### Floorplan with the power grid

Pins as bars on the die edge. Tap cells in grey.
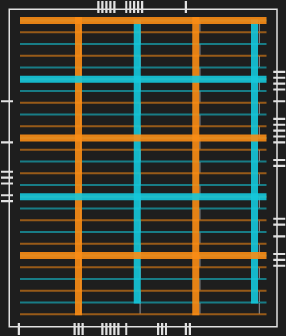
### Congestion heat map

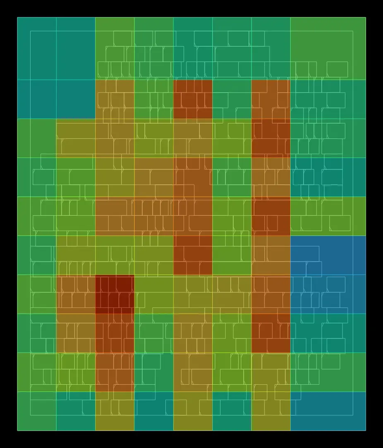
### Signal wires by layer

Scale bar: 20 um.
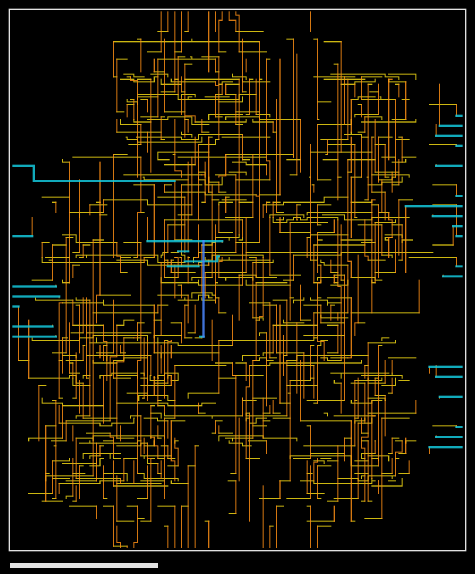
### Clock network drawn from the DEF

Scale bar: 20 um.
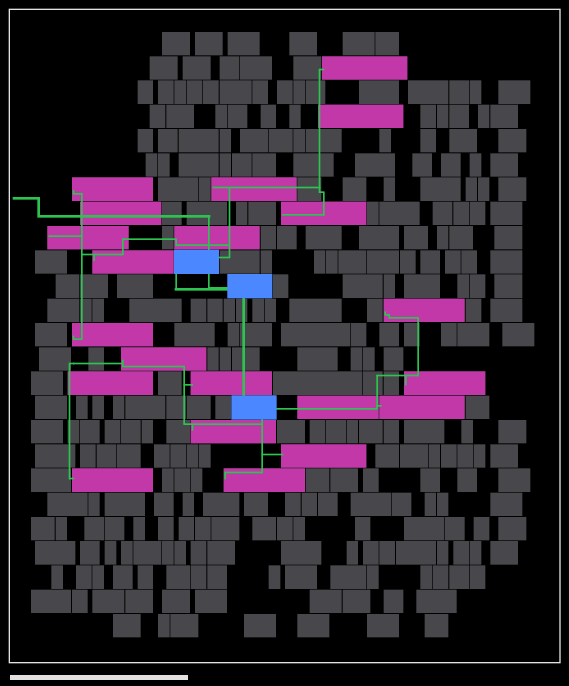
### Placement by cell class

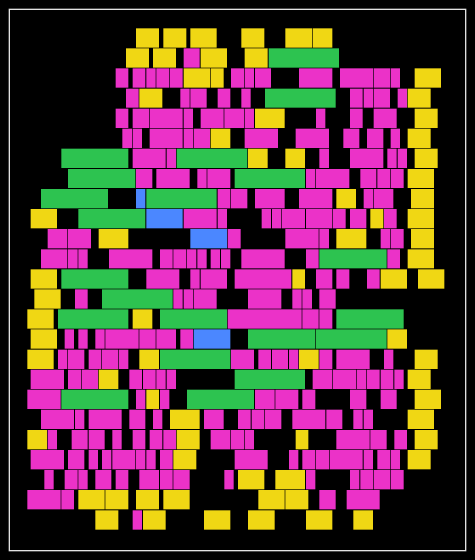
**src/rtl/stopwatch_pkg.sv**
```systemverilog
// Shared types and constants for the MM:SS stopwatch: FSM states, BCD time,
// active-low seven-segment patterns and the BCD increment helper.
package stopwatch_pkg;

    typedef enum logic [1:0] {
        IDLE  = 2'd0,
        RUN   = 2'd1,
        PAUSE = 2'd2
    } state_t;

    typedef struct packed {
        logic [3:0] min_tens;
        logic [3:0] min_ones;
        logic [3:0] sec_tens;
        logic [3:0] sec_ones;
    } bcd_time_t;

    // Active-low segments, bit order {g,f,e,d,c,b,a}
    localparam logic [6:0] SEG_0     = 7'h40;
    localparam logic [6:0] SEG_1     = 7'h79;
    localparam logic [6:0] SEG_2     = 7'h24;
    localparam logic [6:0] SEG_3     = 7'h30;
    localparam logic [6:0] SEG_4     = 7'h19;
    localparam logic [6:0] SEG_5     = 7'h12;
    localparam logic [6:0] SEG_6     = 7'h02;
    localparam logic [6:0] SEG_7     = 7'h78;
    localparam logic [6:0] SEG_8     = 7'h00;
    localparam logic [6:0] SEG_9     = 7'h10;
    localparam logic [6:0] SEG_BLANK = 7'h7F;

    localparam logic [3:0] BCD_ONES_MAX = 4'd9;
    localparam logic [3:0] BCD_TENS_MAX = 4'd5;

    // One-second step; wraps to 00:00 after max_tens max_ones : 59
    function automatic bcd_time_t bcd_step(input bcd_time_t t,
                                           input logic [3:0] max_tens,
                                           input logic [3:0] max_ones);
        bcd_time_t n;
        n = t;
        if (t.sec_ones != BCD_ONES_MAX) begin
            n.sec_ones = t.sec_ones + 4'd1;
        end else begin
            n.sec_ones = '0;
            if (t.sec_tens != BCD_TENS_MAX) begin
                n.sec_tens = t.sec_tens + 4'd1;
            end else begin
                n.sec_tens = '0;
                if (t.min_tens == max_tens && t.min_ones == max_ones) begin
                    n.min_tens = '0;
                    n.min_ones = '0;
                end else if (t.min_ones == BCD_ONES_MAX) begin
                    n.min_ones = '0;
                    n.min_tens = t.min_tens + 4'd1;
                end else begin
                    n.min_ones = t.min_ones + 4'd1;
                end
            end
        end
        return n;
    endfunction

endpackage

```
**src/rtl/stopwatch_ctrl_seg7.sv**
```systemverilog
// BCD to active-low seven-segment decoder; codes 10-15 blank the digit.
module seg7_decoder
    import stopwatch_pkg::*;
(
    input  logic [3:0] bcd,
    output logic [6:0] seg
);

    always_comb begin
        seg = SEG_BLANK;
        case (bcd)
            4'd0: seg = SEG_0;
            4'd1: seg = SEG_1;
            4'd2: seg = SEG_2;
            4'd3: seg = SEG_3;
            4'd4: seg = SEG_4;
            4'd5: seg = SEG_5;
            4'd6: seg = SEG_6;
            4'd7: seg = SEG_7;
            4'd8: seg = SEG_8;
            4'd9: seg = SEG_9;
            default: seg = SEG_BLANK;
        endcase
    end

endmodule

```
**src/rtl/stopwatch_ctrl.sv**
```systemverilog
// MM:SS stopwatch stepping once per slow_clk rising edge, all in the clk domain.
// Optional lap-hold display freeze is compiled in with STOPWATCH_LAP_EN.
module stopwatch_ctrl
    import stopwatch_pkg::*;
#(
    parameter int MAX_MIN = 59
)
(
    input  logic       clk,
    input  logic       reset,
    input  logic       slow_clk,
    input  logic       start_stop_p,
    input  logic       clear_p,
    input  logic       lap_p,
    output logic       running,
    output logic [3:0] sec_ones,
    output logic [3:0] sec_tens,
    output logic [3:0] min_ones,
    output logic [3:0] min_tens,
    output logic [6:0] hex0,
    output logic [6:0] hex1,
    output logic [6:0] hex2,
    output logic [6:0] hex3
);

    localparam logic [3:0] MAX_TENS = 4'(MAX_MIN / 10);
    localparam logic [3:0] MAX_ONES = 4'(MAX_MIN % 10);

    logic      s1, s2, s3;
    logic      tick;
    state_t    state_q, state_d;
    bcd_time_t count_q;
    bcd_time_t shown;

    // s3 holds the previous synchronised level so only rising edges tick
    always_ff @(posedge clk or posedge reset) begin
        if (reset) begin
            s1 <= 1'b0;
            s2 <= 1'b0;
            s3 <= 1'b0;
        end else begin
            s1 <= slow_clk;
            s2 <= s1;
            s3 <= s2;
        end
    end

    assign tick = s2 & ~s3;

    always_ff @(posedge clk or posedge reset) begin
        if (reset) state_q <= IDLE;
        else       state_q <= state_d;
    end

    always_comb begin
        state_d = state_q;
        if (clear_p) begin
            state_d = IDLE;
        end else if (start_stop_p) begin
            case (state_q)
                IDLE:    state_d = RUN;
                RUN:     state_d = PAUSE;
                PAUSE:   state_d = RUN;
                default: state_d = IDLE;
            endcase
        end
    end

    assign running = (state_q == RUN);

    // A tick arriving with the pause pulse still counts because RUN is the current state
    always_ff @(posedge clk or posedge reset) begin
        if (reset) begin
            count_q <= '0;
        end else if (clear_p) begin
            count_q <= '0;
        end else if (state_q == RUN && tick) begin
            count_q <= bcd_step(count_q, MAX_TENS, MAX_ONES);
        end
    end

`ifdef STOPWATCH_LAP_EN
    logic      lap_hold;
    bcd_time_t lap_snap;

    always_ff @(posedge clk or posedge reset) begin
        if (reset) begin
            lap_hold <= 1'b0;
            lap_snap <= '0;
        end else if (clear_p) begin
            lap_hold <= 1'b0;
        end else if (lap_p) begin
            lap_hold <= ~lap_hold;
            if (!lap_hold) lap_snap <= count_q;
        end
    end

    assign shown = lap_hold ? lap_snap : count_q;
`else
    logic unused_lap;
    assign unused_lap = lap_p;
    assign shown      = count_q;
`endif

    assign sec_ones = shown.sec_ones;
    assign sec_tens = shown.sec_tens;
    assign min_ones = shown.min_ones;
    assign min_tens = shown.min_tens;

    seg7_decoder u_hex0 (.bcd(shown.sec_ones), .seg(hex0));
    seg7_decoder u_hex1 (.bcd(shown.sec_tens), .seg(hex1));
    seg7_decoder u_hex2 (.bcd(shown.min_ones), .seg(hex2));
    seg7_decoder u_hex3 (.bcd(shown.min_tens), .seg(hex3));

endmodule

```
**config.mk**
```make
export PLATFORM = sky130hd
export DESIGN_NAME = stopwatch_ctrl
export DESIGN_NICKNAME = d
export VERILOG_FILES = /design/src/rtl/stopwatch_pkg.sv /design/src/rtl/stopwatch_ctrl_seg7.sv /design/src/rtl/stopwatch_ctrl.sv
export SDC_FILE = /design/constraint.sdc
export NUM_CORES = 1
export LEC_CHECK = 0
export ABC_CLOCK_PERIOD_IN_PS = 1970
export CORE_ASPECT_RATIO = 1.2
export CORE_MARGIN = 2
export CORE_UTILIZATION = 49
export DETAILED_ROUTE_END_ITERATION = 10
export GPL_TIMING_DRIVEN = 0
export PLACE_DENSITY = 0.88
export SYNTH_ARGS = -nofsm -noshare
export SYNTH_HDL_FRONTEND = slang
export SYNTH_HIERARCHICAL = 1
export SYNTH_SLANG_ARGS = --single-unit
```
**constraint.sdc**
```tcl
create_clock -name clk -period 1.97 [get_ports clk]
set_input_delay 0.2955 -clock clk [delete_from_list [all_inputs] [get_ports clk]]
set_output_delay 0.2955 -clock clk [all_outputs]
set_load 0.01 [all_outputs]
```
==> results.cfg <==
; generated from flow reports
[grt]
use_met3_pct = 3.01
grt_max_degree = 22

[critical_path]
slowest_delay_ns = 0.41
endpoint = hex0[0]
worstReg2RegStart = sec_ones[0]$_DFFE_PP0P_

[placed_design]
dp_hpwl_um = 2930

[clock_tree]
cts_root_buf = clkbuf_8
post_cts_buffers = 10
htreeDepth = 1
clk_latency_ns = 0.25

[cells_and_area]
seq_area_um2 = 538
nFillCells = 327
nonClockBufferCount = 71
mostFrequentLayoutCell = o21ai_0

[synthesis]
top_cells_by_area = dfrtp_1, ha_1, o21ai_0
ys_sh_aoi_pct = 21.5
top_cell_area_share_pct = 26.9
yosysChipArea_um2 = 1950
synth_warnings = 6
syn_area_per_cell_um2 = 8.10
xor_area_share_pct = 0.449

[min_path]
hp-start = s1$_DFF_PP0_
hold_path_depth = 0
worstHoldPathType = reg2reg

[die]
die_area_um2 = 4510
row_count = 25

[final_timing]
timing.slew.headroom_pct = 47.9
finalMaxSlewViolations = 0
max_freq_mhz = 529

[routing]
drc = 0
wl_met1_um = 1790
viasPerCell = 5.05

[flow_run]
max-cap-violations = 0

[run_status]
status = finished clean

[power]
ir_drop_mv = 0.457
About 'Floorplan with the power grid':
[VSS] orange
[VDD] cyan
met4 straps: 4
signal pins: 51

About 'Congestion heat map':
routed len/inst: 11.4 um
global-route total usage across every layer: 19.7%
GR peak layer: met2
M1 GR Usage: 24.6%

About 'Signal wires by layer':
[met2] orange | wire length: 2,180 um
[met3] cyan | wire length: 119 um
[met4] blue | wire length: 12.9 um
[met1] yellow | wire length: 1,790 um

About 'Clock network drawn from the DEF':
[clock wires] green | length: 239 um
[flip-flops] magenta | count: 21
[cells driving clock nets] blue | count: 3
routed clock nets: 4

About 'Placement by cell class':
[flops] green | cells: 21
[all other logic] magenta | cells: 211
[other buffers and delay cells] yellow | cells: 71
[clock drivers and dummy loads] blue | cells: 4

metrics by stage:
step / util, % / hold slack (ns) / TNS, ns / instances / setup slack, ns
floorplan: - / 0.272 / 0 / 241 / 0.221
global placement: 64.7 / 0.335 / -0.860 / 344 / -0.0971
detailed placement: 64.7 / 0.339 / -1.34 / 344 / -0.138
CTS: 67.2 / 0.356 / 0 / 358 / 0.0400
global route: 68.2 / 0.358 / 0 / 361 / 0.00143
finish: 68.2 / 0.354 / 0 / 361 / 0.0781
power breakdown:
group / internal (mW) / switching (mW)
registers: 0.480 / 0.0448
clock network: 0.144 / 0.132
logic: 0.449 / 0.462
total: 1.07 / 0.639
flip-flops by register name (all words and copies together) (netlist names):
register	count
sec_tens	4
s2	1
state_q	2
min_tens	4
s3	1
s1	1
min_ones	4
sec_ones	4
Power is estimated from default activity; no workload was simulated.
